final_placement.png
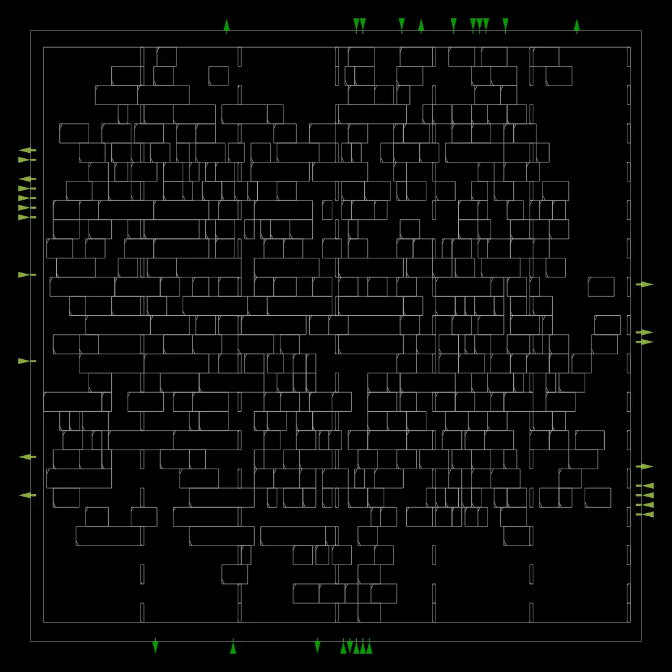
density.png
The die is cut into 9 by 9 equal tiles; white is low, dark blue is high, 0 to 100% covered.
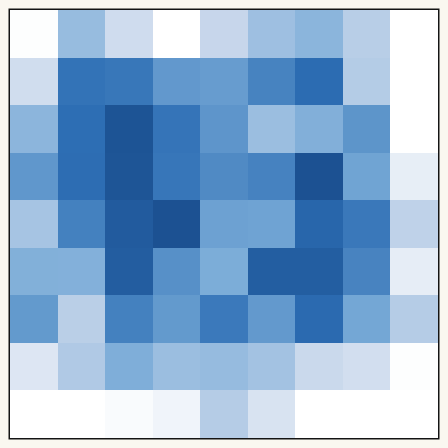
zoom.png
Region (55, 55) to (75, 75) um. Cells in grey, sequential cells in the stronger grey; small squares are vias.
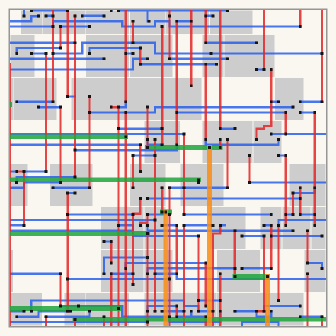
pins.png
Scale bar: 20 um. Pins as bars across the die edge, other pins in grey.
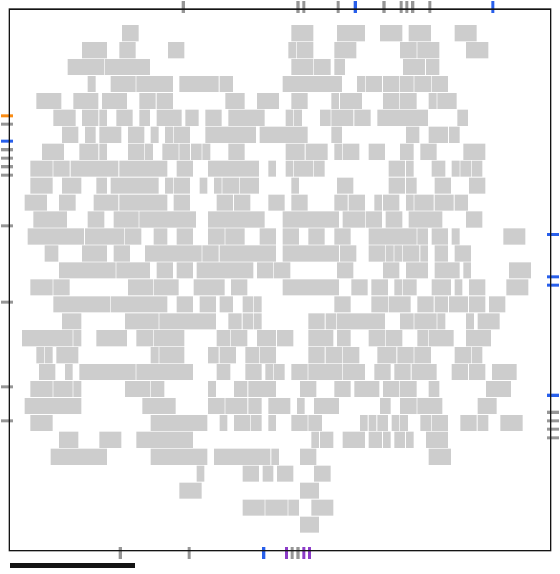
--- src/rtl/reg_scoreboard.sv ---
// Issue-side hazard tracker for the 8-register core: tracks in-flight results per
// register and the write port (3 = short, 4 = long) that will retire each one.
module reg_scoreboard #(
  parameter int unsigned MAX_LONG = 3
) (
  input  logic       clk,
  input  logic       reset,
  input  logic       issue_valid,
  input  logic [2:0] ra1,
  input  logic [2:0] ra2,
  input  logic       use1,
  input  logic       use2,
  input  logic [2:0] wa,
  input  logic       wr,
  input  logic       long_op,
  input  logic       we3,
  input  logic [2:0] wa3,
  input  logic       we4,
  input  logic [2:0] wa4,
  output logic       stall,
  output logic       issue,
  output logic [7:0] busy,
  output logic [2:0] long_cnt,
  output logic       spurious_wb
);

  logic [7:0] r_busy;
  logic [7:0] r_owner;
  logic [2:0] r_long_cnt;
  logic       r_spurious;

  logic       w_valid3;
  logic       w_valid4;
  logic [7:0] w_clr;
  logic       w_raw1;
  logic       w_raw2;
  logic       w_waw;
  logic       w_struct;
  logic       w_stall;
  logic       w_issue;
  logic       w_long_inc;
  logic       w_bad_wb;

  // A write-back only counts if it lands on a pending register owned by its own port.
  assign w_valid3 = we3 & r_busy[wa3] & ~r_owner[wa3];
  assign w_valid4 = we4 & r_busy[wa4] &  r_owner[wa4];
  assign w_bad_wb = (we3 & ~w_valid3) | (we4 & ~w_valid4);

  always_comb begin
    // NOTE: every bit gets a default before the conditional sets, so no latch is inferred.
    w_clr = '0;
    if (w_valid3) w_clr[wa3] = 1'b1;
    if (w_valid4) w_clr[wa4] = 1'b1;
  end

  // Results landing this cycle are bypassed by the register file, so they no longer block.
  assign w_raw1   = use1 & r_busy[ra1] & ~w_clr[ra1];
  assign w_raw2   = use2 & r_busy[ra2] & ~w_clr[ra2];
  assign w_waw    = wr   & r_busy[wa]  & ~w_clr[wa];
  assign w_struct = wr & long_op & (r_long_cnt == 3'(MAX_LONG)) & ~w_valid4;

  assign w_stall    = issue_valid & (w_raw1 | w_raw2 | w_waw | w_struct);
  assign w_issue    = issue_valid & ~w_stall;
  assign w_long_inc = w_issue & wr & long_op;

  // NOTE: state uses non-blocking assignments; the later bit-level set overrides the
  // vector-wide clear, which gives a new issue priority over a same-cycle retire.
  always_ff @(posedge clk or posedge reset) begin
    if (reset) begin
      r_busy  <= '0;
      r_owner <= '0;
    end else begin
      r_busy <= r_busy & ~w_clr;
      if (w_issue & wr) begin
        r_busy[wa]  <= 1'b1;
        r_owner[wa] <= long_op;
      end
    end
  end

  always_ff @(posedge clk or posedge reset) begin
    if (reset) begin
      r_long_cnt <= '0;
    end else begin
      case ({w_long_inc, w_valid4})
        2'b10:   r_long_cnt <= r_long_cnt + 3'd1;
        2'b01:   r_long_cnt <= r_long_cnt - 3'd1;
        default: r_long_cnt <= r_long_cnt;
      endcase
    end
  end

  always_ff @(posedge clk or posedge reset) begin
    if (reset)         r_spurious <= 1'b0;
    else if (w_bad_wb) r_spurious <= 1'b1;
  end

  assign stall       = w_stall;
  assign issue       = w_issue;
  assign busy        = r_busy;
  assign long_cnt    = r_long_cnt;
  assign spurious_wb = r_spurious;

endmodule

--- config.mk ---
export PLATFORM = sky130hd
export DESIGN_NAME = reg_scoreboard
export DESIGN_NICKNAME = d
export VERILOG_FILES = /design/src/rtl/reg_scoreboard.sv
export SDC_FILE = /design/constraint.sdc
export NUM_CORES = 1
export LEC_CHECK = 0
export CAP_MARGIN = 20
export CELL_PAD_IN_SITES_DETAIL_PLACEMENT = 0
export CELL_PAD_IN_SITES_GLOBAL_PLACEMENT = 1
export CORE_MARGIN = 1.5
export CORE_UTILIZATION = 29
export DETAILED_ROUTE_END_ITERATION = 6
export GPL_TIMING_DRIVEN = 1
export PLACE_DENSITY_LB_ADDON = 0.25
export REMOVE_ABC_BUFFERS = 1
export SETUP_SLACK_MARGIN = 0.2
export SYNTH_ARGS = -nofsm -noshare
export SYNTH_HDL_FRONTEND = slang
export SYNTH_SLANG_ARGS = --single-unit
--- constraint.sdc ---
create_clock -name clk -period 3.2 [get_ports clk]
set_input_delay 0.64 -clock clk [delete_from_list [all_inputs] [get_ports clk]]
set_output_delay 0.64 -clock clk [all_outputs]
set_load 0.03 [all_outputs]
==> flow_metrics.py <==
# Flow results
metrics = {
    "critical_path": {
        "critPathCaptureType": "output pin",
        "reg2reg_from": "busy[0]",
        "required_ps": 2560,
        "path_class": "in -> out",
        "endpoint": "issue",
        "critical_path.max_fanout": 6,
        "reg2reg_to": "r_owner[5]",
        "cp-start-kind": "input pin",
    },
    "yosys": {
        "ys_sh_adder_pct": 1.60,
        "ys_sh_simple_pct": 32.7,
        "yosysChipArea_um2": 2030,
        "synth_seq_share_pct": 24.6,
        "muxShareOfSynthArea_pct": 12.6,
        "synth_stat.cells": 237,
        "netlist_instances": 237,
    },
    "drt": {
        "drt_wl_total_um": 7790,
        "drt_iter0_markers": 146,
    },
    "status": {
        "outcome": "finished, violations left",
        "failed_checks": "setup timing",
    },
    "pwr": {
        "switchingPower_mw": 0.913,
        "power.leakage_nw": 1.56,
        "powerDensity_nw_per_um2": 596,
        "p_seq_share_pct": 25.2,
        "p_int_mw": 1.15,
    },
    "final_layout": {
        "diodes": 0,
        "drive_above_1_share_pct": 43.3,
        "register_area_um2": 500,
        "synthToLayoutAreaGrowth_pct": 70.2,
    },
    "place": {
        "hpwlAfterDp_um": 5900,
        "placed_cell_area_um2": 3060,
        "io_buffer_count": 37,
    },
    "run": {
        "warnings": 27,
        "maxCapViolations": 0,
    },
    "timing": {
        "setup_viol": 15,
        "setup_tns_ps": -2300,
        "finalHoldViolCount": 0,
        "slew_violations": 0,
        "layout_setup_ws_ps": -282,
    },
    "min_path": {
        "hp-class": "reg -> reg",
    },
    "global_routing": {
        "grt_pass1_vias": 2369,
        "antenna_found_initial": 0,
        "grt_max_degree": 21,
        "grt_use_total_pct": 20.9,
    },
    "cts": {
        "cts.sinks": 20,
    },
}
About final_placement.png:
Layout Utilization: 50.9%
Fillers: 675
final std cells w/o fill: 463

About density.png:
emptiest ninth of the die = lower right
fullest tile = 87%
mean over tiles = 44%
tiles over 75% full = 16%
core area: 6790 um2
Floorplan Utilization: 29.9%

About zoom.png:
met2 -> red
met3 -> green
met1 -> blue
met4 -> orange
most frequent = buf_4 (10), nor2_1 (4), nor3_1 (3)
sequential cells in the window = 0
cells with their middle in the window = 37

About pins.png:
busy -> blue  # pins 8, direction output, edge 4 right, 2 top, 1 bottom, 1 left
wa4 -> purple  # pins 3, direction input, edge bottom
issue -> orange  # pins 1, direction output, edge left
all pins by edge = 11 top, 11 left, 8 right, 8 bottom
die height: 86.7 um
Die X: 86.7 um

-- synth_stat cells (4+ instances only) --
master / n / area share [%]
inv_1: 16 / 3.0
nor4_1: 7 / 2.2
nor3b_1: 5 / 1.8
nor3_1: 10 / 2.5
nand4_1: 7 / 2.2
nor2_1: 16 / 3.0
or2b_2: 4 / 1.7
mux2_2: 7 / 3.9
dfrtp_1: 20 / 25
nand3_1: 14 / 3.5
o21ai_0: 5 / 1.2
a21oi_1: 4 / 0.99
a31oi_1: 4 / 1.2
nand3b_1: 4 / 1.5
nand2_1: 26 / 4.8
mux2i_1: 8 / 3.9
a21o_1: 4 / 1.5
o211ai_1: 4 / 1.5
clkbuf_1: 4 / 0.74
-- timing repair --
action | in CTS | in global routing
pin swaps | 14 | 23
gates resized | 60 | 18
endpoints found under the setup margin | 21 | 21
setup buffers | 11 | 7
-- state kept, by name (all words and copies together), names as in the netlist --
signal / count
r_owner: 8
spurious_wb: 1
long_cnt: 3
busy: 8
-- layout make-up --
cell class	count	area share, %
flip-flops and latches	20	14.5
well taps	96	3.48
repair buffers	140	33.9
multi-input cells	188	45.3
inverters	16	1.74
clock buffers	3	1.19
-- worst max-delay path: stages --
cell and delay, ps:
buf_6 90, buf_6 120, mux2i_1 110, o22a_1 230, o211a_1 150, o41a_1 460
o311a_1 370, a31oi_4 220, nand3_4 110, nor2_4 110, buf_6 100, buf_6 110
-- cell usage in the layout (no fill, tap or decap), types with 3 or more instances in the layout --
master | synthesis | layout
buf_4 | 3 | 95
clkdlybuf4s50_1 | 0 | 26
nand2_1 | 26 | 24
dfrtp_1 | 20 | 20
nor2_1 | 16 | 15
inv_1 | 16 | 15
nand3_1 | 14 | 13
buf_6 | 2 | 10
mux2i_1 | 8 | 8
nand4_1 | 7 | 7
nor3_1 | 10 | 6
mux2_2 | 7 | 5
nor3b_1 | 5 | 5
nor4_4 | 0 | 5
o21ai_0 | 5 | 5
or2b_2 | 4 | 4
o211ai_1 | 4 | 4
nand3b_1 | 4 | 4
a21oi_1 | 4 | 4
a31oi_1 | 4 | 4
a21o_1 | 4 | 4
mux2_4 | 2 | 4
mux4_2 | 3 | 3
nand2b_1 | 3 | 3
and3_1 | 3 | 3
nor4_1 | 7 | 3
clkbuf_8 | 2 | 3
dlygate4sd2_1 | 0 | 3
-- logic make-up after synthesis --
kind of cell | count (synthesis)
flip-flops | 20
buffers and inverters | 29
AND-OR/OR-AND | 47
AND/OR/NAND/NOR | 116
adder cells (fa/ha/maj) | 2
XOR/XNOR | 3
multiplexers | 20
-- power by group through the flow --
stage / clock network (mW) / logic [mW] / registers (mW)
2_1_floorplan: 0 / 0.429 / 0.629
3_3_place_gp: 0 / 1.19 / 0.517
3_5_place_dp: 0 / 1.20 / 0.516
4_1_cts: 0.166 / 1.32 / 0.513
5_1_grt: 0.175 / 1.47 / 0.529
6_report: 0.163 / 1.38 / 0.520
-- layer usage --
layer	GRT usage (%)	vias to the layer above
li1	-	1158
met1	29.4	1154
met2	34.2	73
met3	2.48	13
met4	5.28	0
met5	0	-
Power figures rest on the tool's default switching activity, not on a simulated workload.
